[config.mk]
export PLATFORM = sky130hd
export DESIGN_NAME = fetch_unit
export DESIGN_NICKNAME = d
export VERILOG_FILES = /design/src/rtl/cpu_pkg.sv /design/src/rtl/instr_mem.sv /design/src/rtl/fetch_unit.sv
export SDC_FILE = /design/constraint.sdc
export NUM_CORES = 2
export LEC_CHECK = 0
export CAP_MARGIN = 0
export CORE_ASPECT_RATIO = 0.9
export CORE_MARGIN = 2
export CORE_UTILIZATION = 40
export CTS_CLUSTER_SIZE = 30
export DETAILED_ROUTE_END_ITERATION = 8
export GPL_TIMING_DRIVEN = 0
export HOLD_SLACK_MARGIN = 0.03
export REMOVE_ABC_BUFFERS = 1
export SLEW_MARGIN = 20
export SYNTH_ARGS = -nofsm -noshare
export SYNTH_HDL_FRONTEND = slang
export SYNTH_SLANG_ARGS = --single-unit
export TNS_END_PERCENT = 1
[constraint.sdc]
create_clock -name clk -period 2.85 [get_ports clk]
set_input_delay 0.57 -clock clk [delete_from_list [all_inputs] [get_ports clk]]
set_output_delay 0.57 -clock clk [all_outputs]
set_load 0.01 [all_outputs]
[src/rtl/cpu_pkg.sv]
// Shared CPU definitions: instruction field widths, the default halt opcode
// and the fetch FSM state encoding.
package cpu_pkg;
  localparam int unsigned OPCODE_W = 4;
  localparam int unsigned IMM_W    = 4;
  localparam int unsigned INSTR_W  = OPCODE_W + IMM_W;

  localparam logic [OPCODE_W-1:0] HALT_OPCODE_DEFAULT = 4'hF;

  typedef enum logic [1:0] {
    ST_IDLE,
    ST_RUN,
    ST_DRAIN,
    ST_HALT
  } fetch_state_t;
endpackage

[src/rtl/instr_mem.sv]
// Instruction storage: DEPTH x INSTR_W words, synchronous write, asynchronous read.
// Ports: clk, we/waddr/wdata (write port), raddr/rdata (combinational read port).
// Contents are not reset.
module instr_mem
  import cpu_pkg::*;
#(
  parameter int unsigned DEPTH = 256,
  parameter int unsigned AW    = 8
) (
  input  logic               clk,
  input  logic               we,
  input  logic [AW-1:0]      waddr,
  input  logic [INSTR_W-1:0] wdata,
  input  logic [AW-1:0]      raddr,
  output logic [INSTR_W-1:0] rdata
);

  logic [INSTR_W-1:0] mem [DEPTH];

  always_ff @(posedge clk) begin
    if (we) mem[waddr] <= wdata;
  end

  assign rdata = mem[raddr];

endmodule

[src/rtl/fetch_unit.sv]
// Instruction fetch unit: streams words from instr_mem to the decoder with a
// valid/ready handshake, stops after presenting a halt-opcode word, and accepts
// jump redirects while running.
// Ports: clk, rst_n (async active-low), start, prog_we/prog_addr/prog_data
// (program load, only honoured in IDLE/HALT), instr_out/instr_valid/instr_ready
// (decoder handshake), jump_en/jump_target (redirect), pc_out (next fetch
// address), halted (high in HALT).
module fetch_unit
  import cpu_pkg::*;
#(
  parameter int unsigned          MEM_DEPTH   = 256,
  parameter logic [OPCODE_W-1:0]  HALT_OPCODE = HALT_OPCODE_DEFAULT
) (
  input  logic         clk,
  input  logic         rst_n,
  input  logic         start,
  input  logic         prog_we,
  input  logic [7:0]   prog_addr,
  input  logic [7:0]   prog_data,
  output logic [7:0]   instr_out,
  output logic         instr_valid,
  input  logic         instr_ready,
  input  logic         jump_en,
  input  logic [7:0]   jump_target,
  output logic [7:0]   pc_out,
  output logic         halted
);

  localparam int unsigned AW = (MEM_DEPTH > 1) ? $clog2(MEM_DEPTH) : 1;

  fetch_state_t       state_q, state_d;
  logic [AW-1:0]      pc_q, pc_d;
  logic [INSTR_W-1:0] instr_q, instr_d;
  logic               valid_q, valid_d;
  logic [INSTR_W-1:0] mem_rdata;
  logic               loadable;

  assign loadable = (state_q == ST_IDLE) || (state_q == ST_HALT);

  instr_mem #(
    .DEPTH (MEM_DEPTH),
    .AW    (AW)
  ) u_mem (
    .clk   (clk),
    .we    (prog_we && loadable),
    .waddr (prog_addr[AW-1:0]),
    .wdata (prog_data),
    .raddr (pc_q),
    .rdata (mem_rdata)
  );

  always_ff @(posedge clk or negedge rst_n) begin
    if (!rst_n) begin
      state_q <= ST_IDLE;
      pc_q    <= '0;
      instr_q <= '0;
      valid_q <= 1'b0;
    end else begin
      state_q <= state_d;
      pc_q    <= pc_d;
      instr_q <= instr_d;
      valid_q <= valid_d;
    end
  end

  always_comb begin
    state_d = state_q;
    pc_d    = pc_q;
    instr_d = instr_q;
    valid_d = valid_q;
    unique case (state_q)
      ST_IDLE, ST_HALT: begin
        if (start) begin
          pc_d    = '0;
          valid_d = 1'b0;
          state_d = ST_RUN;
        end
      end
      ST_RUN: begin
        if (jump_en) begin
          pc_d    = jump_target[AW-1:0];
          valid_d = 1'b0;
        end else if (!valid_q || instr_ready) begin
          instr_d = mem_rdata;
          valid_d = 1'b1;
          pc_d    = pc_q + AW'(1);
          if (mem_rdata[INSTR_W-1 -: OPCODE_W] == HALT_OPCODE) state_d = ST_DRAIN;
        end
      end
      ST_DRAIN: begin
        // A redirect here discards the presented halt word and resumes fetching.
        if (jump_en) begin
          pc_d    = jump_target[AW-1:0];
          valid_d = 1'b0;
          state_d = ST_RUN;
        end else if (valid_q && instr_ready) begin
          valid_d = 1'b0;
          state_d = ST_HALT;
        end
      end
      default: state_d = ST_IDLE;
    endcase
  end

  assign instr_out   = instr_q;
  assign instr_valid = valid_q;
  assign pc_out      = 8'(pc_q);
  assign halted      = (state_q == ST_HALT);

endmodule

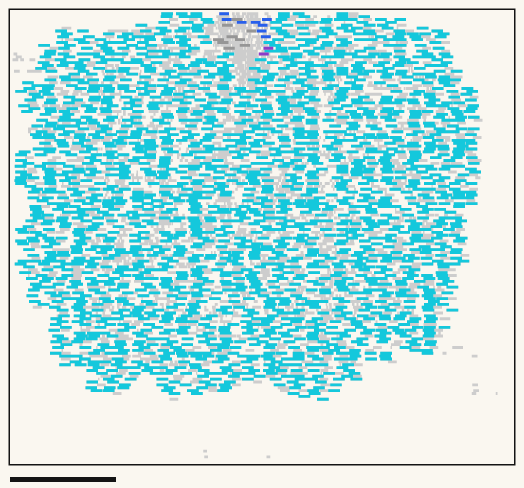
Figure 1: sequential cells grouped by signal name.
The bar under the picture is 100 µm long. Other sequential cells in the stronger grey, the rest of the logic in the fainter grey.
| colour | name in the netlist | sequential cells |
|---|---|---|
| purple | `state_q` | 2 |
| cyan | `u_mem.mem` | 2048 |
| blue | `instr_out` | 8 |
Seq group: 33.9 mW
final core utilization: 0.473
Reg area: 0.0620 mm²
flop share of the area: 0.654

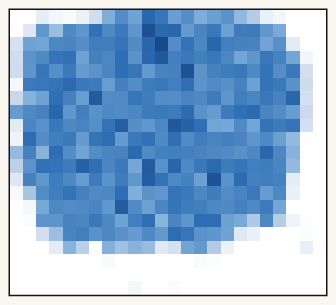
Figure 2: local utilization.
The die is cut into 24 by 21 equal tiles; white is low, dark blue is high, 0 to 100% covered.
tiles over 75% full: 6.9%
fullest tile: 89%
nearly empty tiles: 23%
mean over tiles: 45%

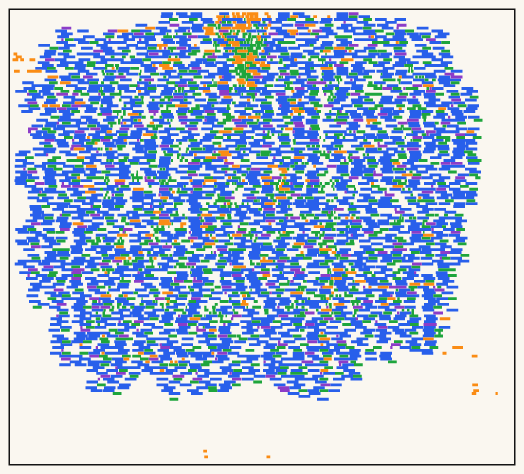
Figure 3: placed cells, one colour a class.
| colour | class | cells | share of their area |
|---|---|---|---|
| purple | clock drivers and dummy loads | 357 | 6.6% |
| green | all other logic | 1332 | 20% |
| blue | flip-flops | 2067 | 68% |
| orange | other buffers and delay cells | 281 | 5.2% |
final instance area: 0.0948 mm²
core box area: 0.200 mm²
row cnt: 156

==> deck_impl_summary.md <==
Implementation Results

Outcome
  – Status: finished, violations left
  – Failing checks: negative setup slack

Critical path
  – Top cell by count, worst path: mux4_2
  – CP required: between 3 and 4 ns
  – Critical path endpoint: instr_out[0]
  – Startpoint Class: flip-flop
  – Worst Path Buf+Inv: 6
  – Critical-path cell list: buf_16 -> buf_16 -> buf_16 -> buf_12 -> buf_12 -> buf_8 -> mux4_2 -> mux4_2 -> mux4_2 -> mux4_2 -> nand2_1 -> nand2_1

STA
  – Slew headroom: 0.347
  – Final Setup Violations: roughly 1200
  – Final Worst Setup Slack: -0.925 ns
  – Pins Over Slew Limit: 0

Placement
  – Number of buffers added on ports: around 47

Drt
  – Routed vias: a little under 40000

Clock tree
  – Maximum root-to-sink buffer count: 3
  – CTS-repair resized insts: 274

Power and ir drop
  – Power density over cell area: between 800 and 900 mW/mm²
  – Power Total: ~81 mW

Final layout
  – Clock-cell share: 0.0637
  – Final net count: around 3900

Synth
  – Area leader share: 0.765
  – Aoi share: 0.0183
Power figures rest on the tool's default switching activity, not on a simulated workload.
